`config.mk`:
```
export PLATFORM = sky130hd
export DESIGN_NAME = input_debounce
export DESIGN_NICKNAME = d
export VERILOG_FILES = /design/src/rtl/input_debounce.sv
export SDC_FILE = /design/constraint.sdc
export NUM_CORES = 1
export LEC_CHECK = 0
export CAP_MARGIN = 20
export CORE_MARGIN = 2
export CORE_UTILIZATION = 40
export DETAILED_ROUTE_END_ITERATION = 10
export GPL_TIMING_DRIVEN = 1
export RECOVER_POWER = 100
export SYNTH_ARGS = -nofsm -noshare
export SYNTH_HDL_FRONTEND = slang
export SYNTH_SLANG_ARGS = --single-unit
```
`constraint.sdc`:
```
create_clock -name clk -period 2.4 [get_ports clk]
set_clock_uncertainty 0.05 [all_clocks]
set_input_delay 0.72 -clock clk [delete_from_list [all_inputs] [get_ports clk]]
set_output_delay 0.72 -clock clk [all_outputs]
set_load 0.05 [all_outputs]
```
`src/rtl/input_debounce.sv`:
```
// Debounces a raw asynchronous input: 2-flop synchroniser, stability FSM,
// registered level with rise/fall pulses and a saturating glitch counter.
module input_debounce #(
  parameter int STABLE_CYCLES = 4,
  parameter int CNT_W         = 4,
  parameter int GLITCH_W      = 8
) (
  input  logic                clk,
  input  logic                rst,
  input  logic                din,
  output logic                dout,
  output logic                rise,
  output logic                fall,
  output logic [GLITCH_W-1:0] glitch_cnt,
  input  logic                glitch_clr
);

  typedef enum logic [1:0] {
    LOW,
    CHK_HIGH,
    HIGH,
    CHK_LOW
  } state_e;

  localparam logic [CNT_W-1:0] LAST = CNT_W'(STABLE_CYCLES - 1);
  localparam logic [CNT_W-1:0] ONE  = CNT_W'(1);

  logic                s1_q, s2_q;
  state_e              state_q, state_d;
  logic [CNT_W-1:0]    cnt_q, cnt_d;
  logic                dout_q, dout_d;
  logic                rise_q, rise_d;
  logic                fall_q, fall_d;
  logic [GLITCH_W-1:0] glitch_q, glitch_d;
  logic                glitch_ev;

  always_ff @(posedge clk or posedge rst) begin
    if (rst) begin
      s1_q     <= 1'b0;
      s2_q     <= 1'b0;
      state_q  <= LOW;
      cnt_q    <= '0;
      dout_q   <= 1'b0;
      rise_q   <= 1'b0;
      fall_q   <= 1'b0;
      glitch_q <= '0;
    end else begin
      s1_q     <= din;
      s2_q     <= s1_q;
      state_q  <= state_d;
      cnt_q    <= cnt_d;
      dout_q   <= dout_d;
      rise_q   <= rise_d;
      fall_q   <= fall_d;
      glitch_q <= glitch_d;
    end
  end

  always_comb begin
    state_d   = state_q;
    cnt_d     = cnt_q;
    rise_d    = 1'b0;
    fall_d    = 1'b0;
    glitch_ev = 1'b0;
    unique case (state_q)
      LOW: begin
        if (s2_q) begin
          state_d = CHK_HIGH;
          cnt_d   = ONE;
        end
      end
      CHK_HIGH: begin
        if (!s2_q) begin
          state_d   = LOW;
          cnt_d     = '0;
          glitch_ev = 1'b1;
        end else if (cnt_q == LAST) begin
          state_d = HIGH;
          cnt_d   = '0;
          rise_d  = 1'b1;
        end else begin
          cnt_d = cnt_q + ONE;
        end
      end
      HIGH: begin
        if (!s2_q) begin
          state_d = CHK_LOW;
          cnt_d   = ONE;
        end
      end
      CHK_LOW: begin
        if (s2_q) begin
          state_d   = HIGH;
          cnt_d     = '0;
          glitch_ev = 1'b1;
        end else if (cnt_q == LAST) begin
          state_d = LOW;
          cnt_d   = '0;
          fall_d  = 1'b1;
        end else begin
          cnt_d = cnt_q + ONE;
        end
      end
      default: begin
        state_d = LOW;
        cnt_d   = '0;
      end
    endcase
  end

  // The level follows the next state so dout and its pulse land together.
  always_comb begin
    dout_d = (state_d == HIGH) || (state_d == CHK_LOW);
  end

  always_comb begin
    glitch_d = glitch_q;
    if (glitch_clr)
      glitch_d = '0;
    else if (glitch_ev && (glitch_q != '1))
      glitch_d = glitch_q + GLITCH_W'(1);
  end

  assign dout       = dout_q;
  assign rise       = rise_q;
  assign fall       = fall_q;
  assign glitch_cnt = glitch_q;

endmodule

```
==> results.toml <==
# flow metrics
[run_status]
status = "complete, no violations"

[yosys]
yosys_warnings = 0
yosysSeqAreaShare_pct = 52.5
synth-edff-count = 0
fp_nets = 87
ys_cells = 81
ff_type = "dfrtp_1"
syn_inst = 81
ys_async_sr_fraction_pct = 100
syn-cell-area_um2 = 906
yosysChipArea_um2 = 906
ys.flops = 19

[worst_setup_path]
crit_type = "register to primary output"
slowest_delay_ps = 830
reg2reg_slack_ps = 570
path_buffers = 1
endpoint_kind = "primary output"

[routing]
via_per_inst = 5.30
vias = 673
drc = 0
drt_iter0_drc = 14

[finish]
fillers = 230
nNetsFinal = 106
comb_area_um2 = 405
area_growth_pct = 17.4
final_layout_top_logic_cell = "dfrtp_1"
antennaDiodeCount = 0
drive_gt1_share_pct = 12.1
finish.utilization_pct = 49.0

[clock_network]
clockBufferDepth = 2
ctsHtreeMaxLevel = 1
cts.reportedPaths.clkPinSlew_ps = 110
clock_latency_ps = 300
cts_root_buf = "clkbuf_4"
numCtsBuffers = 3

[power_and_ir_drop]
worst_ir_drop_vdd_mv = 0.622
powerDensity_nw_per_um2 = 835

[run]
drv_cap = 0
log.warning_count = 26

[die]
design.core.area_um2 = 2170
die-area_um2 = 2660
fp-utilization_pct = 41.8
die_width_um = 51.6
num_io_pins = 15

[global_routing]
grt_pass1_vias = 682
grt.total_usage_pct = 15.7
grt_pass1_wl_mm = 3.06

[final_timing]
rsz0062_at_grt = "false"

[placed_design]
place.gp.congestion = 0.813
dp_hpwl_mm = 1.22
-- registers in the layout, summed over array words and instances, names as in the netlist --
name and flops:
glitch_cnt 8, s1_q 1, cnt_q 4, dout 1, rise 1, fall 1
state_q 2, s2_q 1
-- path summary, 6_finish.rpt --
kind | startpoint | to | cells past startpoint
worst max-delay path | glitch_cnt[0]$_DFFE_PP0P_ | glitch_cnt[0] | 1
worst min-delay path | s1_q$_DFF_PP0_ | s2_q$_DFF_PP0_ | 0
worst max register to register | state_q[1]$_DFF_PP0_ | glitch_cnt[7]$_DFFE_PP0P_ | 4
worst min register to register | s1_q$_DFF_PP0_ | s2_q$_DFF_PP0_ | 0
max in group asynchronous | rst | cnt_q[2]$_DFFE_PP0P_ | 3
min in group asynchronous | rst | s1_q$_DFF_PP0_ | 3
-- layout make-up --
class	instances	area share, %
clock buffer	3	2.12
clock inverter	1	0.706
inverter	3	1.06
multi-input combinational	58	38.1
sequential	19	44.7
tap	28	3.29
timing repair buffer	15	10.0
-- stage by stage --
step           total power, mW  hold WS [ps]  worst slack [ps]  instances
4_1_cts                  0.911           315              19.9        127
6_report                 0.888           312              59.2        127
3_5_place_dp             0.745           287               363        123
3_3_place_gp             0.740           284               383        123
5_1_grt                  0.959           347              11.4        127
2_1_floorplan            0.660           281               536         81
-- cells in the mapped netlist, types with 2 or more instances --
cell type | number | area share (%)
inv_1 | 3 | 1.2
mux2_2 | 3 | 3.7
dfrtp_1 | 19 | 52
o21ai_0 | 3 | 1.7
o22ai_1 | 2 | 1.4
ha_1 | 2 | 2.8
nor2_1 | 3 | 1.2
a31oi_1 | 2 | 1.4
nor3b_1 | 4 | 3.3
o211ai_1 | 2 | 1.7
nand2_1 | 10 | 4.1
xor2_1 | 3 | 2.9
mux2i_1 | 2 | 2.2
nand3_1 | 6 | 3.3
-- cell families (layout without fill, tap and decap cells) --
family,Yosys count,after routing,share of synthesized area [%]
mux,5,5,5.94
buf+inv,4,22,1.66
flops,19,19,52.5
simple gates,31,31,18.6
compound gates,16,16,13.8
fa+ha+maj,2,2,2.76
xor+xnor,4,4,4.70
-- report_power, final --
| part | internal, mW | leakage (nW) | total [mW] | switching, mW |
|---|---|---|---|---|
| clock | 0.0635 | 0.0139 | 0.167 | 0.104 |
| combinational | 0.111 | 0.194 | 0.284 | 0.173 |
| sequential | 0.372 | 0.251 | 0.436 | 0.0649 |
-- metal layers --
metal	up-vias	track usage [%]	share of wire (%)
met1	320	20.0	47
met2	12	24.1	49
li1	337	-	-
met5	-	0	0
met3	4	4.02	3.1
met4	0	8.77	1.6
-- repair_timing --
action,CTS,global route
gates resized,0,5
hold buffers,0,0
endpoints found under the setup margin,0,5
Figure 1. M1 wires.
The bar under the picture is 20 µm long. Cells faint in the background.
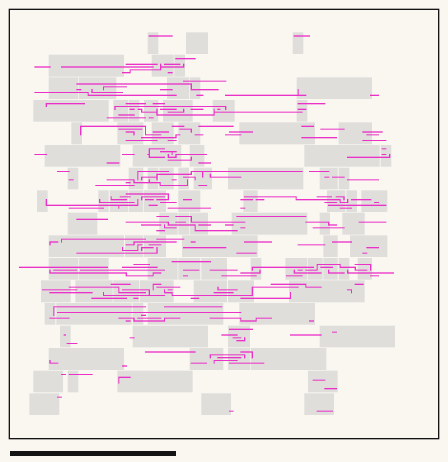
longest straight run	22.1 µm
share of all routed wire	47%
nets with wire on the layer	95
main direction	horizontal
wire length on this layer	777 µm

Figure 2. The metal 2 layer.
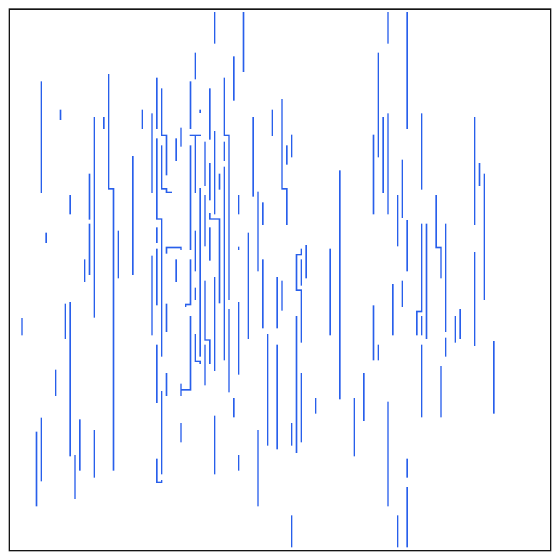
longest straight run	26.9 µm
main direction	vertical
wire length on this layer	811 µm

No activity file was given, so power comes from the tool's default toggle rates.
